Fig. 1: run 1, the clock network
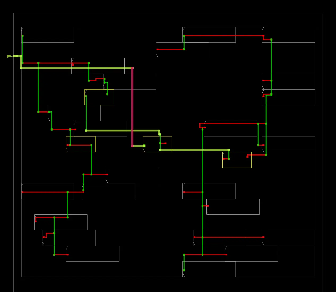
Fig. 2: run 1, clock wires, drivers and flops
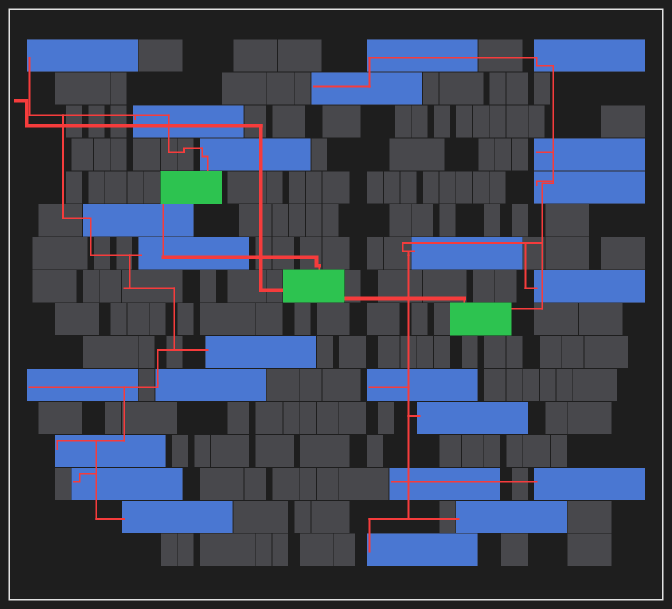
Fig. 3: run 1, placed cells, one colour a class
The bar under the picture is 20 um long.
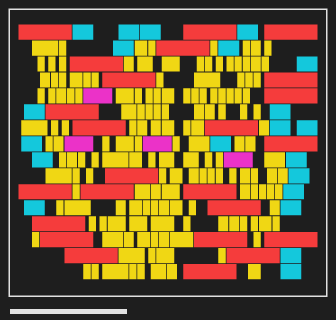
===== config.mk =====
export PLATFORM = sky130hd
export DESIGN_NAME = vendor_customer_flat
export DESIGN_NICKNAME = d
export VERILOG_FILES = /design/src/rtl/vendor_pkg.sv /design/src/rtl/vendor_customer_if.sv /design/src/rtl/vendor_customer_timer.sv /design/src/rtl/vendor_customer.sv /design/src/flat_wrapper.sv
export SDC_FILE = /design/constraint.sdc
export NUM_CORES = 1
export LEC_CHECK = 0
export ABC_AREA = 1
export CAP_MARGIN = 0
export CORE_ASPECT_RATIO = 0.9
export CORE_UTILIZATION = 60
export CTS_BUF_LIST = sky130_fd_sc_hd__clkbuf_8
export CTS_CLUSTER_SIZE = 24
export DETAILED_ROUTE_END_ITERATION = 6
export HOLD_SLACK_MARGIN = 0.05
export MAX_ROUTING_LAYER = met4
export PLACE_DENSITY_LB_ADDON = 0.25
export SYNTH_ARGS = -nofsm -noshare
export SYNTH_HDL_FRONTEND = slang
export SYNTH_SLANG_ARGS = --single-unit

===== constraint.sdc =====
create_clock -name clk -period 6.2 [get_ports clk]
set_clock_uncertainty 0.15 [all_clocks]
set_input_delay 1.86 -clock clk [delete_from_list [all_inputs] [get_ports clk]]
set_output_delay 1.86 -clock clk [all_outputs]
set_load 0.005 [all_outputs]

===== src/rtl/vendor_pkg.sv =====
// Shared types and constants for the vending-machine customer and its peers.
// Latency: n/a (types and constants only).
// Backpressure: n/a.
package vendor_pkg;

    typedef enum logic [2:0] {
        S_IDLE  = 3'd0,
        S_PULSE = 3'd1,
        S_GAP   = 3'd2,
        S_WAIT  = 3'd3,
        S_DONE  = 3'd4
    } vc_state_t;

    // Coin values and item price, all in half-unit steps.
    localparam int COIN_X_HALVES = 1;
    localparam int COIN_Y_HALVES = 2;
    localparam int PRICE_HALVES  = 3;

    function automatic int vc_max(input int a, input int b);
        return (a > b) ? a : b;
    endfunction

endpackage


===== src/rtl/vendor_customer_if.sv =====
// Bundle of request, vendor-side coin/strobe and completion signals.
// Latency: n/a (wiring only).
// Backpressure: request side is valid/ready; completion is a one-cycle pulse with no ready.
// Modports: slave = the customer block, master = whatever drives requests and plays vendor.
interface vendor_customer_if;

    logic       req_valid;
    logic       req_ready;
    logic [2:0] req_x_cnt;
    logic [2:0] req_y_cnt;
    logic       outz;
    logic       outo;
    logic       inx;
    logic       iny;
    logic       done_valid;
    logic       done_vend;
    logic       done_change;
    logic       done_timeout;
    logic [3:0] done_coins;

    modport slave (
        input  req_valid, req_x_cnt, req_y_cnt, outz, outo,
        output req_ready, inx, iny,
        output done_valid, done_vend, done_change, done_timeout, done_coins
    );

    modport master (
        output req_valid, req_x_cnt, req_y_cnt, outz, outo,
        input  req_ready, inx, iny,
        input  done_valid, done_vend, done_change, done_timeout, done_coins
    );

endinterface


===== src/rtl/vendor_customer_timer.sv =====
// Loadable down-counter shared by the coin gap and the vend timeout.
// Latency: zero_o is high in the last counted cycle (count will reach 0 at the next edge).
// Backpressure: none; load has priority over counting.
// Ports: clk, rst (async active-low), load_i/load_val_i load the count, zero_o flags expiry.
module vendor_customer_timer #(
    parameter int W = 5
) (
    input  logic         clk,
    input  logic         rst,
    input  logic         load_i,
    input  logic [W-1:0] load_val_i,
    output logic         zero_o
);

    logic [W-1:0] cnt_q;

    always_ff @(posedge clk or negedge rst) begin
        if (!rst) begin
            cnt_q <= '0;
        end else if (load_i) begin
            cnt_q <= load_val_i;
        end else if (cnt_q != '0) begin
            cnt_q <= cnt_q - W'(1);
        end
    end

    // A load of L therefore yields exactly L cycles before the owner acts on expiry.
    assign zero_o = (cnt_q <= W'(1));

endmodule


===== src/rtl/vendor_customer.sv =====
// Coin-insertion initiator: turns a (x, y) coin request into spaced inx/iny pulses and reports the vendor outcome.
// Latency: first coin 1 cycle after accept, coin period GAP+1, done at most N*(GAP+1)+TIMEOUT+1 cycles after accept.
// Backpressure: req_ready only in IDLE; done_valid is a one-cycle pulse that cannot be stalled.
// Ports: clk, rst (async active-low), bus (slave modport of vendor_customer_if).
// Optional: VENDOR_CUSTOMER_EARLY_STOP_EN skips the remaining coins once the vendor has dispensed.
module vendor_customer
    import vendor_pkg::*;
#(
    parameter int GAP     = 4,
    parameter int TIMEOUT = 16
) (
    input logic              clk,
    input logic              rst,
    vendor_customer_if.slave bus
);

    localparam int TW = $clog2(vc_max(GAP, TIMEOUT) + 1);

    vc_state_t  state_q, state_d;
    logic [2:0] x_left_q, x_left_d;
    logic [2:0] y_left_q, y_left_d;
    logic [3:0] coins_q, coins_d;
    logic       vend_q, vend_d;
    logic       change_q, change_d;
    logic       timeout_q, timeout_d;
    logic       inx_q, inx_d;
    logic       iny_q, iny_d;
    logic       done_valid_q, done_valid_d;

    logic          tmr_load;
    logic [TW-1:0] tmr_val;
    logic          tmr_zero;

    logic       issue;
    logic [2:0] src_x;
    logic [2:0] src_y;
    logic       vend_now;
    logic       coins_left;
    logic       stop_early;

    vendor_customer_timer #(.W(TW)) u_timer (
        .clk        (clk),
        .rst        (rst),
        .load_i     (tmr_load),
        .load_val_i (tmr_val),
        .zero_o     (tmr_zero)
    );

    always_comb begin
        state_d      = state_q;
        x_left_d     = x_left_q;
        y_left_d     = y_left_q;
        coins_d      = coins_q;
        vend_d       = vend_q;
        change_d     = change_q;
        timeout_d    = timeout_q;
        inx_d        = 1'b0;
        iny_d        = 1'b0;
        tmr_load     = 1'b0;
        tmr_val      = '0;
        issue        = 1'b0;
        src_x        = x_left_q;
        src_y        = y_left_q;

        // Including this cycle's outz means a strobe landing on the final WAIT cycle wins over timeout.
        vend_now   = vend_q | bus.outz;
        coins_left = (x_left_q != 3'd0) || (y_left_q != 3'd0);
`ifdef VENDOR_CUSTOMER_EARLY_STOP_EN
        stop_early = vend_now;
`else
        stop_early = 1'b0;
`endif

        if (state_q inside {S_PULSE, S_GAP, S_WAIT}) begin
            vend_d   = vend_now;
            change_d = change_q | bus.outo;
        end

        case (state_q)
            S_IDLE: begin
                if (bus.req_valid) begin
                    src_x     = bus.req_x_cnt;
                    src_y     = bus.req_y_cnt;
                    x_left_d  = bus.req_x_cnt;
                    y_left_d  = bus.req_y_cnt;
                    coins_d   = 4'd0;
                    vend_d    = 1'b0;
                    change_d  = 1'b0;
                    timeout_d = 1'b0;
                    if ((bus.req_x_cnt == 3'd0) && (bus.req_y_cnt == 3'd0)) begin
                        // Empty request takes a single settle cycle in GAP, then completes.
                        state_d  = S_GAP;
                        tmr_load = 1'b1;
                        tmr_val  = TW'(1);
                    end else begin
                        state_d = S_PULSE;
                        issue   = 1'b1;
                    end
                end
            end
            S_PULSE: begin
                tmr_load = 1'b1;
                tmr_val  = TW'(GAP);
                state_d  = S_GAP;
            end
            S_GAP: begin
                if (stop_early) begin
                    state_d = S_DONE;
                end else if (tmr_zero) begin
                    if (coins_left) begin
                        state_d = S_PULSE;
                        issue   = 1'b1;
                    end else if (coins_q == 4'd0) begin
                        state_d = S_DONE;
                    end else begin
                        state_d  = S_WAIT;
                        tmr_load = 1'b1;
                        tmr_val  = TW'(TIMEOUT);
                    end
                end
            end
            S_WAIT: begin
                if (vend_now) begin
                    state_d = S_DONE;
                end else if (tmr_zero) begin
                    state_d   = S_DONE;
                    timeout_d = 1'b1;
                end
            end
            S_DONE: begin
                state_d = S_IDLE;
            end
            default: begin
                state_d = S_IDLE;
            end
        endcase

        // Coin pulses are registered: the pulse is decided on the edge into PULSE so it is
        // high exactly for the PULSE cycle. All x coins drain before any y coin.
        if (issue) begin
            if (src_x != 3'd0) begin
                inx_d    = 1'b1;
                x_left_d = src_x - 3'd1;
                y_left_d = src_y;
            end else begin
                iny_d    = 1'b1;
                x_left_d = src_x;
                y_left_d = src_y - 3'd1;
            end
            coins_d = coins_d + 4'd1;
        end

        done_valid_d = (state_d == S_DONE);
    end

    always_ff @(posedge clk or negedge rst) begin
        if (!rst) begin
            state_q      <= S_IDLE;
            x_left_q     <= 3'd0;
            y_left_q     <= 3'd0;
            coins_q      <= 4'd0;
            vend_q       <= 1'b0;
            change_q     <= 1'b0;
            timeout_q    <= 1'b0;
            inx_q        <= 1'b0;
            iny_q        <= 1'b0;
            done_valid_q <= 1'b0;
        end else begin
            state_q      <= state_d;
            x_left_q     <= x_left_d;
            y_left_q     <= y_left_d;
            coins_q      <= coins_d;
            vend_q       <= vend_d;
            change_q     <= change_d;
            timeout_q    <= timeout_d;
            inx_q        <= inx_d;
            iny_q        <= iny_d;
            done_valid_q <= done_valid_d;
        end
    end

    assign bus.req_ready    = (state_q == S_IDLE);
    assign bus.inx          = inx_q;
    assign bus.iny          = iny_q;
    assign bus.done_valid   = done_valid_q;
    assign bus.done_vend    = vend_q;
    assign bus.done_change  = change_q;
    assign bus.done_timeout = timeout_q;
    assign bus.done_coins   = coins_q;

endmodule

===== src/flat_wrapper.sv =====
// flat-port wrapper written by rule: the top's interface ports become plain ports
module vendor_customer_flat import vendor_pkg::*;
#(
    parameter int GAP     = 4,
    parameter int TIMEOUT = 16
)
  (clk, rst, bus_req_valid, bus_req_x_cnt, bus_req_y_cnt, bus_outz, bus_outo, bus_req_ready, bus_inx, bus_iny, bus_done_valid, bus_done_vend, bus_done_change, bus_done_timeout, bus_done_coins);
  vendor_customer_if bus_i ();
  input logic clk;
  input logic rst;
  input wire logic [$bits(bus_i.req_valid)-1:0] bus_req_valid;
  input wire logic [$bits(bus_i.req_x_cnt)-1:0] bus_req_x_cnt;
  input wire logic [$bits(bus_i.req_y_cnt)-1:0] bus_req_y_cnt;
  input wire logic [$bits(bus_i.outz)-1:0] bus_outz;
  input wire logic [$bits(bus_i.outo)-1:0] bus_outo;
  output wire logic [$bits(bus_i.req_ready)-1:0] bus_req_ready;
  output wire logic [$bits(bus_i.inx)-1:0] bus_inx;
  output wire logic [$bits(bus_i.iny)-1:0] bus_iny;
  output wire logic [$bits(bus_i.done_valid)-1:0] bus_done_valid;
  output wire logic [$bits(bus_i.done_vend)-1:0] bus_done_vend;
  output wire logic [$bits(bus_i.done_change)-1:0] bus_done_change;
  output wire logic [$bits(bus_i.done_timeout)-1:0] bus_done_timeout;
  output wire logic [$bits(bus_i.done_coins)-1:0] bus_done_coins;
  assign bus_i.req_valid = bus_req_valid;
  assign bus_i.req_x_cnt = bus_req_x_cnt;
  assign bus_i.req_y_cnt = bus_req_y_cnt;
  assign bus_i.outz = bus_outz;
  assign bus_i.outo = bus_outo;
  assign bus_req_ready = bus_i.req_ready;
  assign bus_inx = bus_i.inx;
  assign bus_iny = bus_i.iny;
  assign bus_done_valid = bus_i.done_valid;
  assign bus_done_vend = bus_i.done_vend;
  assign bus_done_change = bus_i.done_change;
  assign bus_done_timeout = bus_i.done_timeout;
  assign bus_done_coins = bus_i.done_coins;
  vendor_customer #(.GAP(GAP), .TIMEOUT(TIMEOUT)) u_core (.clk(clk), .rst(rst), .bus(bus_i));
endmodule

==> results.sh, run 1 <==
# source this file to load flow results
export IMPL_cts_setup_buffers=0
export IMPL_grt_max_degree=25
export IMPL_syn_to_final_growth_pct=18.29
export IMPL_dp_hpwl_mm=2.228
export IMPL_final_common_cell="nand2_1"
export IMPL_path_max_fanout=12
export IMPL_gp_congestion=0.7749
export IMPL_synthArstFlopShare=1.000
export IMPL_synthesis_nets=203
export IMPL_power_density_nw_per_um2=496.4
export IMPL_netlist_cell_type_count=27
export IMPL_p_sw_frac=0.4398
export IMPL_yosys_warnings=0
export IMPL_diodes=0
export IMPL_cts_htree_levels=1
export IMPL_slew_limit_headroom=0.2896
export IMPL_power_total_mw=0.8516
export IMPL_first_iter_violations=28
export IMPL_yosysTopAreaCellShare=0.4142
export IMPL_p_comb_frac=0.554
export IMPL_tightest_slew_ps=1062
export IMPL_post_cts_resized=0
export IMPL_tns_ps=0
export IMPL_vias_per_cell=5.326
export IMPL_critical_path_class="input port to flip-flop"
export IMPL_max_stage_delay_ps=500
export IMPL_status="complete, no violations"
export IMPL_die_w_um=53.82
export IMPL_crit_path_end_kind="flip-flop"
export IMPL_switchingPower_mw=0.3745
export IMPL_p_seq_frac=0.322
export IMPL_finalNetCount=226
export IMPL_wl_met3_um=152
export IMPL_dieHeight_um=48.64
export IMPL_ys_area_um2=1450
export IMPL_cts_hold_buffers=0
export IMPL_fmax_ghz=0.2537
export IMPL_grt_pass1_wl_mm=4.892
export IMPL_antenna_left=0
export IMPL_reg2regPathDepth=12
export IMPL_required_ps=6210
export IMPL_routedWlPerCell_um=12.53
export IMPL_ys_seq_frac=0.4142
export IMPL_syn_inst=184
export IMPL_period_needed_ps=3942
export IMPL_io_buffers=21
export IMPL_hold_slack_ps=368.2
export IMPL_io_pins=22
export IMPL_post_route_drc_count=0
export IMPL_grtUsageTotal=0.2668
export IMPL_grt_setup_unrepaired="no"
export IMPL_cts_max_path_buffers=2
export IMPL_holdPathStages=1
export IMPL_worst_path_most_repeated_cell="nand2_1"
export IMPL_synth_area_per_cell_um2=7.881
export IMPL_chipArea_um2=2618
export IMPL_wl_met2_mm=1.464
export IMPL_root_buffer="clkbuf_8"
export IMPL_warning_count=30
export IMPL_peakVddDrop_uv=336.4
export IMPL_final_cell_mix="nand2_1 (38), inv_1 (27), dfrtp_1 (24)"
export IMPL_vias=1241
export IMPL_crit_chain="clkdlybuf4s50_1 -> nand3_2 -> or2_2 -> o21a_1 -> inv_1 -> ha_1 -> ha_1 -> inv_1 -> nand2_1 -> inv_2 -> nand2_1 -> nand2_1"
export IMPL_grt_pass1_vias=1182
export IMPL_drt_total_wl_mm=2.920
export IMPL_top_cells_by_area="dfrtp_1 (41%), nand2_1 (9.8%), inv_1 (7.0%)"
export IMPL_yosys_cells=184
export IMPL_top_area_cell="dfrtp_1"
export IMPL_ys_flops=24
export IMPL_p_int_mw=0.4771
export IMPL_cap_violations=0
export IMPL_flop_cell="dfrtp_1"
export IMPL_layout_drive_gt1_share=0.1214
export IMPL_synth_area_um2=1450
export IMPL_hold_viol=0
export IMPL_cts_tree="yes"
export IMPL_antenna_found_initial=0
export IMPL_setup_violations=0
export IMPL_edf_count=0
export IMPL_m1WireLength_mm=1.250
export IMPL_highest_layer="met4"
export IMPL_finalMaxSlewViolations=0
export IMPL_grt_overflow=0
export IMPL_hp_class="flip-flop to flip-flop"
export IMPL_fp_util=0.6526
export IMPL_fin_crit_sh=0.6358
export IMPL_cp_slowest_cell="clkdlybuf4s50_1"
export IMPL_power_leakage_nw=0.8903
export IMPL_worstPathArrival_ps=3960
export IMPL_path_clk_slew_ps=80
export IMPL_start_kind="input port"
export IMPL_drt_pass1_iter_count=6
Notes on Fig. 1 above:
P_clk: 0.106 mW
Late-Pin Clk Latency: 270 ps
clock net sink count: 24
flip-flops: 24
CTS buffer count: 3

Notes on Fig. 2 above:
cells driving clock nets: shown in green, count 3. clock wires: shown in red, length 288 um. flip-flops: shown in blue, count 24.
There are 4 routed clock nets.
Clk pwr share: 0.124

Notes on Fig. 3 above:
flip-flops: shown in red, cells 24. all other logic: shown in yellow, cells 157. other buffers and delay cells: shown in cyan, cells 21. clock drivers and dummy loads: shown in magenta, cells 4.
Placeable Area: 2222 um2
utilization of the core after routing: 0.7720
Seq area share: 0.3501
design area: 1715 um2
FP Rows: 16

## run 1: metal layers
layer  vias up  global-route usage
met5         -                   -
met4         0             0.07895
met3         8             0.07547
met2        37              0.4280
met1       582              0.3184
li1        614                   -
## run 1: registers in the layout (all words and copies together), names as in the netlist
signal,count
u_core.state_q,3
u_core.bus.done_change,1
u_core.y_left_q,3
u_core.bus.inx,1
u_core.x_left_q,3
u_core.bus.iny,1
u_core.u_timer.cnt_q,5
u_core.bus.done_valid,1
u_core.bus.done_vend,1
u_core.bus.done_coins,4
u_core.bus.done_timeout,1
## run 1: cell families (layout without fill, tap and decap cells)
| group | after synthesis | after routing | synth area share |
|---|---|---|---|
| flip-flops | 24 | 24 | 0.4142 |
| AND-OR/OR-AND | 24 | 24 | 0.09922 |
| multiplexers | 1 | 1 | 0.006903 |
| adder cells (fa/ha/maj) | 8 | 8 | 0.06903 |
| XOR/XNOR | 4 | 4 | 0.02416 |
| buffers and inverters | 36 | 58 | 0.1087 |
| AND/OR/NAND/NOR | 87 | 87 | 0.2778 |
## run 1: layout make-up
class                           instances  area (um2)
Multi-Input combinational cell        124       691.9
Clock buffer                            4       55.05
Fill cell                             155       506.7
Tap cell                               27       33.78
Sequential cell                        24       600.6
Timing Repair Buffer                   21       210.2
Inverter                               33       123.9
## run 1: worst paths after layout
path	start	endpoint	slack, ps
worst max-delay path	bus_req_valid	u_core.x_left_q[0]	2260
worst min-delay path	u_core.state_q[2]	u_core.state_q[1]	370
worst max register to register	u_core.state_q[2]	u_core.x_left_q[0]	3760
worst min register to register	u_core.state_q[2]	u_core.state_q[1]	370
max in group asynchronous	rst	u_core.y_left_q[2]	3240
min in group asynchronous	rst	u_core.state_q[1]	2010
## run 1: worst max-delay path: cells and delay by family
kind	cells	cell delay [ps]
fa+ha+maj	2	410
compound gates	1	130
buf+inv	4	710
simple gates	5	850
## run 1: power by group through the flow
| stage | clock network, mW | logic (mW) | registers, mW |
|---|---|---|---|
| after detailed placement | 0 | 0.468 | 0.275 |
| final | 0.106 | 0.471 | 0.274 |
| after floorplan | 0 | 0.346 | 0.269 |
| after global placement | 0 | 0.439 | 0.272 |
| after CTS | 0.108 | 0.472 | 0.273 |
| after global routing | 0.115 | 0.535 | 0.281 |
## run 1: metrics by stage
step	std cells	setup WS (ps)	area [um2]	util
after floorplan	184	2885	1450	-
after global placement	229	2151	1660	0.7472
after detailed placement	229	2033	1660	0.7472
after CTS	233	2271	1715	0.7720
after global routing	233	2108	1715	0.7720
final	233	2258	1715	0.7720
## run 1: synth_stat cells, types with 2 or more instances
| cell type | count |
|---|---|
| buf_6 | 3 |
| nand2_2 | 3 |
| a21oi_1 | 8 |
| ha_1 | 8 |
| inv_1 | 27 |
| o21ai_2 | 2 |
| inv_2 | 6 |
| o21ai_0 | 5 |
| nand3_1 | 12 |
| dfrtp_1 | 24 |
| nor2_4 | 2 |
| o21ai_1 | 3 |
| xor2_1 | 4 |
| o21a_1 | 3 |
| nor2_1 | 20 |
| or2_1 | 2 |
| nand3_2 | 2 |
| nor2_2 | 4 |
| nand2_1 | 38 |
Fig. 4: run 1, cell sizes after repair
The bar under the picture is 20 um long.
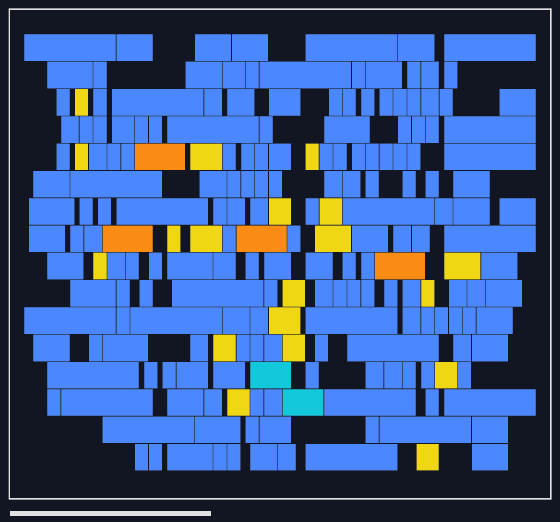

## Run 2: what changed since run 1
--- a/config.mk
+++ b/config.mk
@@ -8,7 +8,7 @@
 export ABC_AREA = 1
 export CAP_MARGIN = 0
 export CORE_ASPECT_RATIO = 0.9
-export CORE_UTILIZATION = 60
+export CORE_UTILIZATION = 50
 export CTS_BUF_LIST = sky130_fd_sc_hd__clkbuf_8
 export CTS_CLUSTER_SIZE = 24
 export DETAILED_ROUTE_END_ITERATION = 6
==> constraint.sdc (replaced) <==
create_clock -name clk -period 3.4 [get_ports clk]
set_clock_uncertainty 0.15 [all_clocks]
set_input_delay 1.02 -clock clk [delete_from_list [all_inputs] [get_ports clk]]
set_output_delay 1.02 -clock clk [all_outputs]
set_load 0.005 [all_outputs]
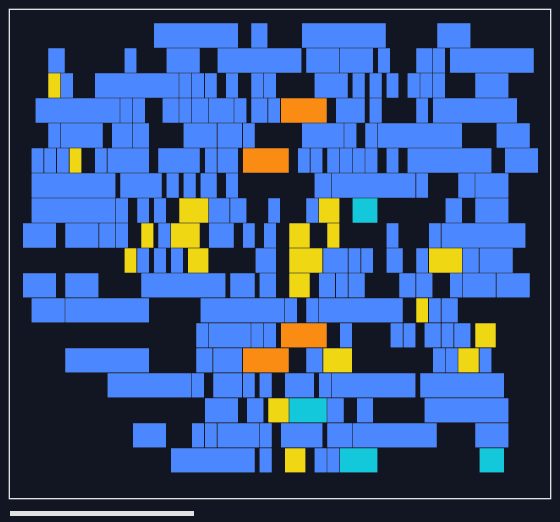
Fig. 5. Cell sizes after repair (run 2).
The bar under the picture is 20 um long.
drive 3 to 4: shown in cyan, cells 4. drive 2: shown in yellow, cells 19, most used inv_2. drive 6 and up: shown in orange, cells 4, most used clkbuf_8. drive 1 or less: shown in blue, cells 181, most used nand2_1.
post-route setup slack: 546.5 ps
design area: 1747 um2
bufs w/o clock: 23

==> run 2 against run 1 <==
Area after synthesis unchanged. Sequential power increased by 82%. Total power increased by 81%. Clock power increased by 81%. Worst setup slack got worse by 1700 ps. Hold slack got worse by 11 ps. Clock-buffer cell count unchanged.
==> results.sh, run 2 <==
# source this file to load flow results
export IMPL_status="complete, no violations"
export IMPL_holdPathStages=2
export IMPL_die_w_um=58.77
export IMPL_cp_slowest_cell="clkdlybuf4s50_1"
export IMPL_critPathTopFamily="buffers and inverters"
export IMPL_cap_violations=0
export IMPL_ys_seq_frac=0.4142
export IMPL_antenna_left=0
export IMPL_grt_max_degree=25
export IMPL_top_usage_layer="met2"
export IMPL_grt_overflow=0
export IMPL_numCtsBuffers=3
export IMPL_grt_pass1_wl_mm=4.774
export IMPL_hold_slack_ps=357.1
export IMPL_crit_cells=11
export IMPL_drt_total_wl_mm=2.853
export IMPL_layout_drive_gt1_share=0.1298
export IMPL_r2r_slack_ps=1200
export IMPL_warning_count=30
export IMPL_io_pins=22
export IMPL_largest_reg_flops=5
export IMPL_rows=18
export IMPL_power_total_mw=1.539
export IMPL_groute_layer_met2_usage=0.3845
export IMPL_setup_violations=0
export IMPL_use_met1=0.2466
export IMPL_diodes=0
export IMPL_hold_viol=0
export IMPL_critical_path_class="input port to flip-flop"
export IMPL_core_region_area_um2=2748
export IMPL_vias=1210
export IMPL_ff_latch_area_um2=600.6
export IMPL_netlist_cell_type_count=27
export IMPL_yosys_cells=184
export IMPL_final_common_cell="nand2_1"
export IMPL_grt_setup_unrepaired="no"
export IMPL_dieHeight_um=53.09
export IMPL_first_iter_violations=20
export IMPL_fp_util=0.5278
export IMPL_ys_flops=24
export IMPL_post_cts_resized=0
export IMPL_hp_class="flip-flop to flip-flop"
export IMPL_synthesis_nets=203
export IMPL_drt_pass1_iter_count=4
export IMPL_top_cell="nand2_1"
export IMPL_yosysTopAreaCellShare=0.4142
export IMPL_dp_hpwl_mm=2.218
export IMPL_grt_util_met3=0.02200
export IMPL_max_stage_delay_ps=490
export IMPL_cts_max_path_buffers=2
export IMPL_path_max_fanout=11
export IMPL_clock_sinks=24
export IMPL_top_area_cell="dfrtp_1"
export IMPL_cts_hold_buffers=0
export IMPL_start_kind="input port"
export IMPL_required_ps=3400
export IMPL_critical_path_buf_inv_count=3
export IMPL_edf_count=0
export IMPL_chipArea_um2=3120
export IMPL_crit_path_end_kind="flip-flop"
export IMPL_period_needed_ps=2854
export IMPL_cts_setup_buffers=0
export IMPL_finalMaxSlewViolations=0
export IMPL_routedWlPerCell_um=11.50
## run 2: cell counts after synthesis
No cell type changed its count.
## run 2: where the power goes
group          internal [mW]  switching (mW)
sequential             0.411          0.0889
clock                  0.103          0.0887
combinational          0.361           0.486
## run 2: kinds of logic after synthesis
group / after synthesis / synth area share
mux: 1 / 0.006903
xor+xnor: 4 / 0.02416
fa+ha+maj: 8 / 0.06903
compound gates: 24 / 0.09922
flops: 24 / 0.4142
buf+inv: 36 / 0.1087
simple gates: 87 / 0.2778
## run 2: tightest hold or removal path: cells and delay by family (launching register included)
family,cells,cell delay [ps]
flip-flops,1,350
AND-OR/OR-AND,1,50
AND/OR/NAND/NOR,1,70
## run 2: layout make-up
class | count | share of cell area
repair buffers | 23 | 0.1289
well taps | 40 | 0.02865
clock buffers | 4 | 0.03152
multi-input cells | 124 | 0.3961
inverters | 33 | 0.07092
flip-flops and latches | 24 | 0.3438
## run 2: worst max-delay path by stage
| stage | slack [ps] | from | endpoint |
|---|---|---|---|
| floorplan | 920 | bus_req_valid | u_core.x_left_q[0] |
| global placement | 300 | bus_req_valid | u_core.x_left_q[0] |
| detailed placement | 270 | bus_req_valid | u_core.x_left_q[0] |
| CTS | 540 | bus_req_valid | u_core.x_left_q[1] |
| global route | 380 | bus_req_valid | u_core.x_left_q[0] |
| finish | 550 | bus_req_valid | u_core.x_left_q[1] |
## run 2: metal layers
metal  vias to the layer above  share of wire
li1                        620              -
met5                         -              0
met4                         0         0.0081
met1                       569           0.47
met2                        18           0.49
met3                         3          0.029
## run 2: through the flow
step                      cell area [um2]  utilization  cells
after global placement               1692       0.6157    244
after detailed placement             1692       0.6157    244
after CTS                            1747       0.6357    248
after global routing                 1747       0.6357    248
final                                1747       0.6357    248
after floorplan                      1450            -    184
Power and IR drop assume default switching activity.
